==> src/rtl/pll_ctrl_pkg.sv <==
// Shared types and constants for the TMDS PLL lock sequencer:
// state encoding, the charge-pump / loop-filter setting table and helpers.
package pll_ctrl_pkg;

  typedef enum logic [2:0] {
    ST_RST  = 3'd0,
    ST_WAIT = 3'd1,
    ST_STAB = 3'd2,
    ST_LOCK = 3'd3,
    ST_FAIL = 3'd4
  } state_e;

  localparam int unsigned NUM_SETTINGS = 8;

  typedef struct packed {
    logic [5:0] icpsel;
    logic [2:0] lpfres;
  } pll_setting_t;

  // Setting table: index 0 is the nominal point, later entries fan out
  // around it so a marginal PLL gets progressively different loop dynamics.
  function automatic pll_setting_t setting_lookup(input logic [2:0] idx);
    pll_setting_t s;
    case (idx)
      3'd0:    begin s.icpsel = 6'd16; s.lpfres = 3'd2; end
      3'd1:    begin s.icpsel = 6'd12; s.lpfres = 3'd2; end
      3'd2:    begin s.icpsel = 6'd20; s.lpfres = 3'd3; end
      3'd3:    begin s.icpsel = 6'd8;  s.lpfres = 3'd1; end
      3'd4:    begin s.icpsel = 6'd24; s.lpfres = 3'd3; end
      3'd5:    begin s.icpsel = 6'd6;  s.lpfres = 3'd1; end
      3'd6:    begin s.icpsel = 6'd28; s.lpfres = 3'd4; end
      3'd7:    begin s.icpsel = 6'd4;  s.lpfres = 3'd0; end
      default: begin s.icpsel = 6'd16; s.lpfres = 3'd2; end
    endcase
    return s;
  endfunction

  // Largest of three values, used to size the shared phase timer.
  function automatic int unsigned max3(input int unsigned a, input int unsigned b,
                                       input int unsigned c);
    int unsigned m;
    m = a;
    if (b > m) m = b;
    if (c > m) m = c;
    return m;
  endfunction

endpackage

==> src/rtl/pll_lock_ctrl_sync_2ff.sv <==
// Two-flop synchroniser bringing the raw PLL lock into the init_clk domain.
module sync_2ff (
  input  logic clk,
  input  logic rst_n,
  input  logic d,
  output logic q
);

  logic meta_q;
  logic meta_d;
  logic sync_q;
  logic sync_d;

  // Next-value logic for the two synchroniser stages.
  always_comb begin
    meta_d = d;
    sync_d = meta_q;
  end

  // Synchroniser flops, cleared by the synchronous reset.
  always_ff @(posedge clk) begin
    if (!rst_n) begin
      meta_q <= 1'b0;
      sync_q <= 1'b0;
    end else begin
      meta_q <= meta_d;
      sync_q <= sync_d;
    end
  end

  assign q = sync_q;

endmodule

==> src/rtl/pll_lock_ctrl.sv <==
// PLL lock sequencer for the TMDS pixel/serial PLL.
// Pulses the PLL reset, waits for lock with a timeout, sweeps the
// ICPSEL/LPFRES table on timeout, qualifies lock before raising lock_out,
// and restarts on lock loss.  Build option PLL_LOSS_CNT_EN adds loss_cnt,
// a saturating count of lock-loss restarts.
module pll_lock_ctrl
  import pll_ctrl_pkg::*;
#(
  parameter int unsigned RST_CYCLES   = 16,
  parameter int unsigned LOCK_TIMEOUT = 50000,
  parameter int unsigned LOCK_STABLE  = 1024,
  parameter int unsigned MAX_SWEEPS   = 2
) (
  input  logic       init_clk,
  input  logic       init_rst_n,
  input  logic       pll_lock,
  input  logic       relock_req,
  output logic       pll_rst,
  output logic [5:0] icpsel,
  output logic [2:0] lpfres,
  output logic       lock_out,
  output logic       fail,
  output logic [2:0] set_idx
`ifdef PLL_LOSS_CNT_EN
  ,
  output logic [7:0] loss_cnt
`endif
);

  localparam int unsigned TMAX = max3(RST_CYCLES, LOCK_TIMEOUT, LOCK_STABLE);
  localparam int unsigned TW   = ($clog2(TMAX) < 1) ? 1 : $clog2(TMAX);
  localparam int unsigned SW   = ($clog2(MAX_SWEEPS + 1) < 1) ? 1 : $clog2(MAX_SWEEPS + 1);

  localparam logic [TW-1:0] RST_LAST     = TW'(RST_CYCLES - 1);
  localparam logic [TW-1:0] TIMEOUT_LAST = TW'(LOCK_TIMEOUT - 1);
  localparam logic [TW-1:0] STABLE_LAST  = TW'(LOCK_STABLE - 1);
  localparam logic [SW-1:0] SWEEP_LIMIT  = SW'(MAX_SWEEPS);
  localparam logic [2:0]    LAST_IDX     = 3'(NUM_SETTINGS - 1);
  localparam pll_setting_t  SETTING_RST  = setting_lookup(3'd0);

  logic lock_s;

  state_e       state_q,   state_d;
  logic [TW-1:0] timer_q,  timer_d;
  logic [2:0]   set_idx_q, set_idx_d;
  logic [SW-1:0] sweep_q,  sweep_d;
  logic [SW-1:0] sweep_inc_s;
  logic         pll_rst_q, pll_rst_d;
  logic [5:0]   icpsel_q,  icpsel_d;
  logic [2:0]   lpfres_q,  lpfres_d;
  logic         lock_out_q, lock_out_d;
  logic         fail_q,    fail_d;
  pll_setting_t setting_s;

  sync_2ff u_lock_sync (
    .clk   (init_clk),
    .rst_n (init_rst_n),
    .d     (pll_lock),
    .q     (lock_s)
  );

  // Next-state, table index, sweep count and phase timer.
  always_comb begin
    state_d     = state_q;
    set_idx_d   = set_idx_q;
    sweep_d     = sweep_q;
    timer_d     = timer_q;
    sweep_inc_s = sweep_q + SW'(1);

    if (relock_req) begin
      // A relock request beats every other transition this cycle.
      state_d   = ST_RST;
      set_idx_d = 3'd0;
      sweep_d   = '0;
    end else begin
      case (state_q)
        ST_RST: begin
          if (timer_q == RST_LAST) begin
            state_d = ST_WAIT;
          end else begin
            state_d = ST_RST;
          end
        end
        ST_WAIT: begin
          if (lock_s) begin
            state_d = ST_STAB;
          end else if (timer_q == TIMEOUT_LAST) begin
            if (set_idx_q != LAST_IDX) begin
              set_idx_d = set_idx_q + 3'd1;
              state_d   = ST_RST;
            end else begin
              // End of table: wrap and account one full sweep.
              set_idx_d = 3'd0;
              sweep_d   = sweep_inc_s;
              if (sweep_inc_s == SWEEP_LIMIT) begin
                state_d = ST_FAIL;
              end else begin
                state_d = ST_RST;
              end
            end
          end else begin
            state_d = ST_WAIT;
          end
        end
        ST_STAB: begin
          if (!lock_s) begin
            state_d = ST_WAIT;
          end else if (timer_q == STABLE_LAST) begin
            state_d = ST_LOCK;
          end else begin
            state_d = ST_STAB;
          end
        end
        ST_LOCK: begin
          if (!lock_s) begin
            // Lock lost: retry with the setting that worked last time.
            state_d = ST_RST;
            sweep_d = '0;
          end else begin
            state_d = ST_LOCK;
          end
        end
        ST_FAIL: begin
          state_d = ST_FAIL;
        end
        default: begin
          state_d   = ST_RST;
          set_idx_d = 3'd0;
          sweep_d   = '0;
        end
      endcase
    end

    // Timer restarts on every state entry (including a relock while in RST)
    // and only runs in the states that have a terminal count.
    if (relock_req || (state_d != state_q)) begin
      timer_d = '0;
    end else if ((state_q == ST_RST) || (state_q == ST_WAIT) || (state_q == ST_STAB)) begin
      timer_d = timer_q + TW'(1);
    end else begin
      timer_d = '0;
    end
  end

  // Registered outputs derived from the next state; PLL settings load only
  // when entering or sitting in RST so they are settled before reset release.
  always_comb begin
    pll_rst_d  = (state_d == ST_RST) || (state_d == ST_FAIL);
    lock_out_d = (state_d == ST_LOCK);
    fail_d     = (state_d == ST_FAIL);
    setting_s  = setting_lookup(set_idx_d);
    if (state_d == ST_RST) begin
      icpsel_d = setting_s.icpsel;
      lpfres_d = setting_s.lpfres;
    end else begin
      icpsel_d = icpsel_q;
      lpfres_d = lpfres_q;
    end
  end

  // Sequencer state and output registers.
  always_ff @(posedge init_clk) begin
    if (!init_rst_n) begin
      state_q    <= ST_RST;
      timer_q    <= '0;
      set_idx_q  <= 3'd0;
      sweep_q    <= '0;
      pll_rst_q  <= 1'b1;
      icpsel_q   <= SETTING_RST.icpsel;
      lpfres_q   <= SETTING_RST.lpfres;
      lock_out_q <= 1'b0;
      fail_q     <= 1'b0;
    end else begin
      state_q    <= state_d;
      timer_q    <= timer_d;
      set_idx_q  <= set_idx_d;
      sweep_q    <= sweep_d;
      pll_rst_q  <= pll_rst_d;
      icpsel_q   <= icpsel_d;
      lpfres_q   <= lpfres_d;
      lock_out_q <= lock_out_d;
      fail_q     <= fail_d;
    end
  end

  assign pll_rst  = pll_rst_q;
  assign icpsel   = icpsel_q;
  assign lpfres   = lpfres_q;
  assign lock_out = lock_out_q;
  assign fail     = fail_q;
  assign set_idx  = set_idx_q;

`ifdef PLL_LOSS_CNT_EN
  logic       loss_event_s;
  logic [7:0] loss_cnt_q, loss_cnt_d;

  // Saturating count of LOCK->RST restarts caused by lock loss.
  always_comb begin
    loss_event_s = (state_q == ST_LOCK) && !lock_s && !relock_req;
    if (relock_req) begin
      loss_cnt_d = 8'd0;
    end else if (loss_event_s && (loss_cnt_q != 8'hFF)) begin
      loss_cnt_d = loss_cnt_q + 8'd1;
    end else begin
      loss_cnt_d = loss_cnt_q;
    end
  end

  // Loss counter register.
  always_ff @(posedge init_clk) begin
    if (!init_rst_n) begin
      loss_cnt_q <= 8'd0;
    end else begin
      loss_cnt_q <= loss_cnt_d;
    end
  end

  assign loss_cnt = loss_cnt_q;
`endif

endmodule
==> config.mk <==
export PLATFORM = sky130hd
export DESIGN_NAME = pll_lock_ctrl
export DESIGN_NICKNAME = d
export VERILOG_FILES = /design/src/rtl/pll_ctrl_pkg.sv /design/src/rtl/pll_lock_ctrl_sync_2ff.sv /design/src/rtl/pll_lock_ctrl.sv
export SDC_FILE = /design/constraint.sdc
export NUM_CORES = 1
export LEC_CHECK = 0
export ABC_AREA = 1
export ABC_CLOCK_PERIOD_IN_PS = 3200
export CAP_MARGIN = 20
export CORE_AREA = 4 4 66 68
export DETAILED_ROUTE_END_ITERATION = 10
export DIE_AREA = 0 0 70 72
export PLACE_DENSITY = 0.75
export SLEW_MARGIN = 0
export SYNTH_ARGS = -nofsm -noshare
export SYNTH_HDL_FRONTEND = slang
export SYNTH_SLANG_ARGS = --single-unit
==> constraint.sdc <==
create_clock -name init_clk -period 3.2 [get_ports init_clk]
set_input_delay 0.8 -clock init_clk [delete_from_list [all_inputs] [get_ports init_clk]]
set_output_delay 0.8 -clock init_clk [all_outputs]
set_load 0.01 [all_outputs]
met2.png
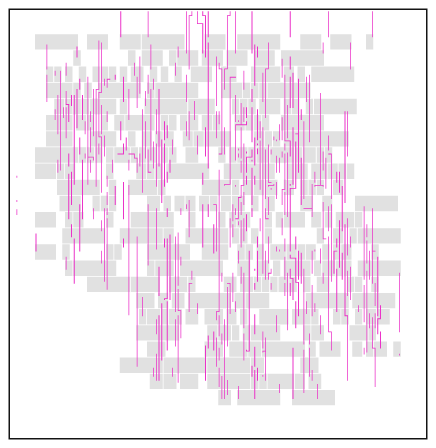
242 nets have wire on it. The longest straight run is 24.5 um. The layer holds 47% of the routed length. The wires run mostly vertical. The layer carries 1780 um of wire.

registers.png
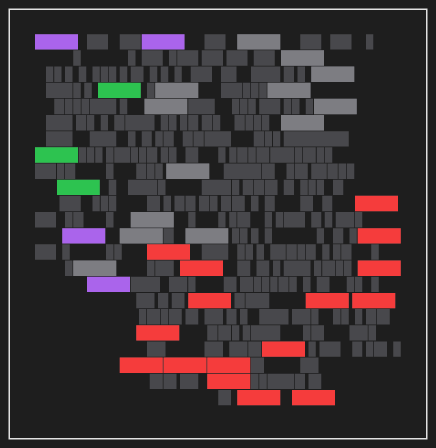
Key: lpfres = green [flops 3]; timer_q = red [flops 16]; icpsel = purple [flops 4]
Another 13 sequential cells are not colored.
sequential share of cell area: 31.2%
register cell area after layout: 721 um2

port_nets.png
The bar under the picture is 20 um long.
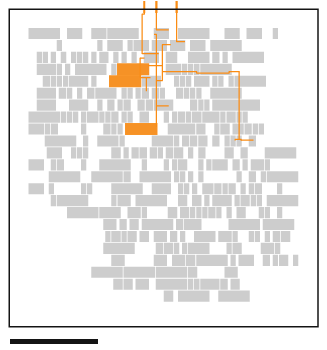
Key: set_idx = orange [bits 3, direction output, edge top, end cells 3, buffers 3, wire 117 um]
port buffer count: 16
ports placed on the boundary: 19

met1.png
Supply wires on this layer in gray.
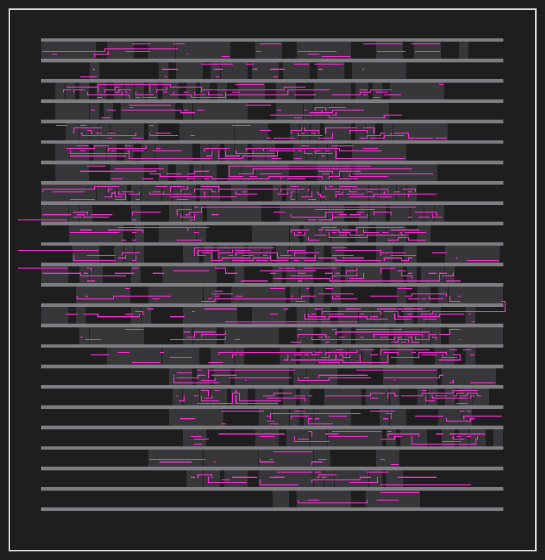
290 nets have wire on it. The wires run mostly horizontal. The longest straight run is 28.5 um. The layer carries 1820 um of wire. The layer holds 48% of the routed length.

==> impl_metrics.env <==
# flow metrics
export IMPL_run_status="finished, final reports clean"
export IMPL_path_class="in2reg"
export IMPL_initial_utilization_pct=52.0
export IMPL_final_cell_area_um2=2310
export IMPL_timing_final_hold_violations=0
export IMPL_timing_critical_path_mode_cell="sky130_fd_sc_hd__nor2_1"
export IMPL_layout_cell_share_with_drive_strength_beyond_1_pct=14.7
export IMPL_drt_drc=0
export IMPL_grt_usage_pct=15.7
export IMPL_synth_edff_count=0
export IMPL_detailedPlace_worstSlack_ns=0.365
export IMPL_synth_sequential_area_ratio_pct=36.0
export IMPL_clk_latency_ns=0.29
export IMPL_fin_util_pct=59.8
export IMPL_total_iterations_of_the_first_detailed_routing_run=4
export IMPL_common_cells="sky130_fd_sc_hd__nand2_1 (51), sky130_fd_sc_hd__nor2_1 (41), sky130_fd_sc_hd__dfxtp_1 (36), sky130_fd_sc_hd__inv_1 (36), sky130_fd_sc_hd__nand3_1 (26)"
export IMPL_netSwitchingFraction_pct=19.5
export IMPL_num_tap_cells=50
export IMPL_proportion_of_synthesized_flip_flops_having_asynchronous_set_or_reset_pct=0
export IMPL_dp_hpwl_um=2860
export IMPL_vias_per_cell=4.88
export IMPL_cellPowerDensity_nw_per_um2=395
export IMPL_inverters_excl_clock=40
export IMPL_n_antenna_cell=0
export IMPL_routed_wl_um=3810
export IMPL_final_layout_top_logic_cell="sky130_fd_sc_hd__nand2_1"
export IMPL_antenna_violations_before_repair=0
export IMPL_reg2regPathDepth=15
export IMPL_yosys_area_share_simple_pct=40.0
export IMPL_syn_cell_area_um2=2000
export IMPL_postSynthAreaPerCell_um2=7.16
export IMPL_post_synth_xor_area_fraction_pct=5.24
export IMPL_die_height_um=72
export IMPL_net_switching_power_mw=0.177
export IMPL_die_size_um2=5040
export IMPL_met1_length_um=1820
export IMPL_area_of_the_core_region_um2=3860
export IMPL_totalPowerFinal_mw=0.910
export IMPL_worst_hold_path_endpoint="u_lock_sync.q"
export IMPL_layout_non_clock_buffers=17
export IMPL_filler_cell_count=358
export IMPL_max_buffers_root_to_sink=2
export IMPL_groute_layer_met3_usage_pct=4.16
export IMPL_post_cts_setup_buffer_count=0
export IMPL_synth_cell_types=28
export IMPL_final_critical_path_setup_slack_ns=0.644
export IMPL_cp_arrival_ns=2.76
export IMPL_peakVddDrop_uv=238
export IMPL_top_register="timer_q"
export IMPL_ys_sh_adder_pct=5.62
export IMPL_power_top_group="registers"
export IMPL_worst_r2r_setup_slack_ns=0.75
export IMPL_synth_warning_count=0
export IMPL_cts_hold_buf=0
export IMPL_grtUsageMet2_pct=25.8
export IMPL_leakage_nw=0.974
export IMPL_grt_first_pass_wirelength_um=6320
export IMPL_totalNegativeSetupSlack_ns=0
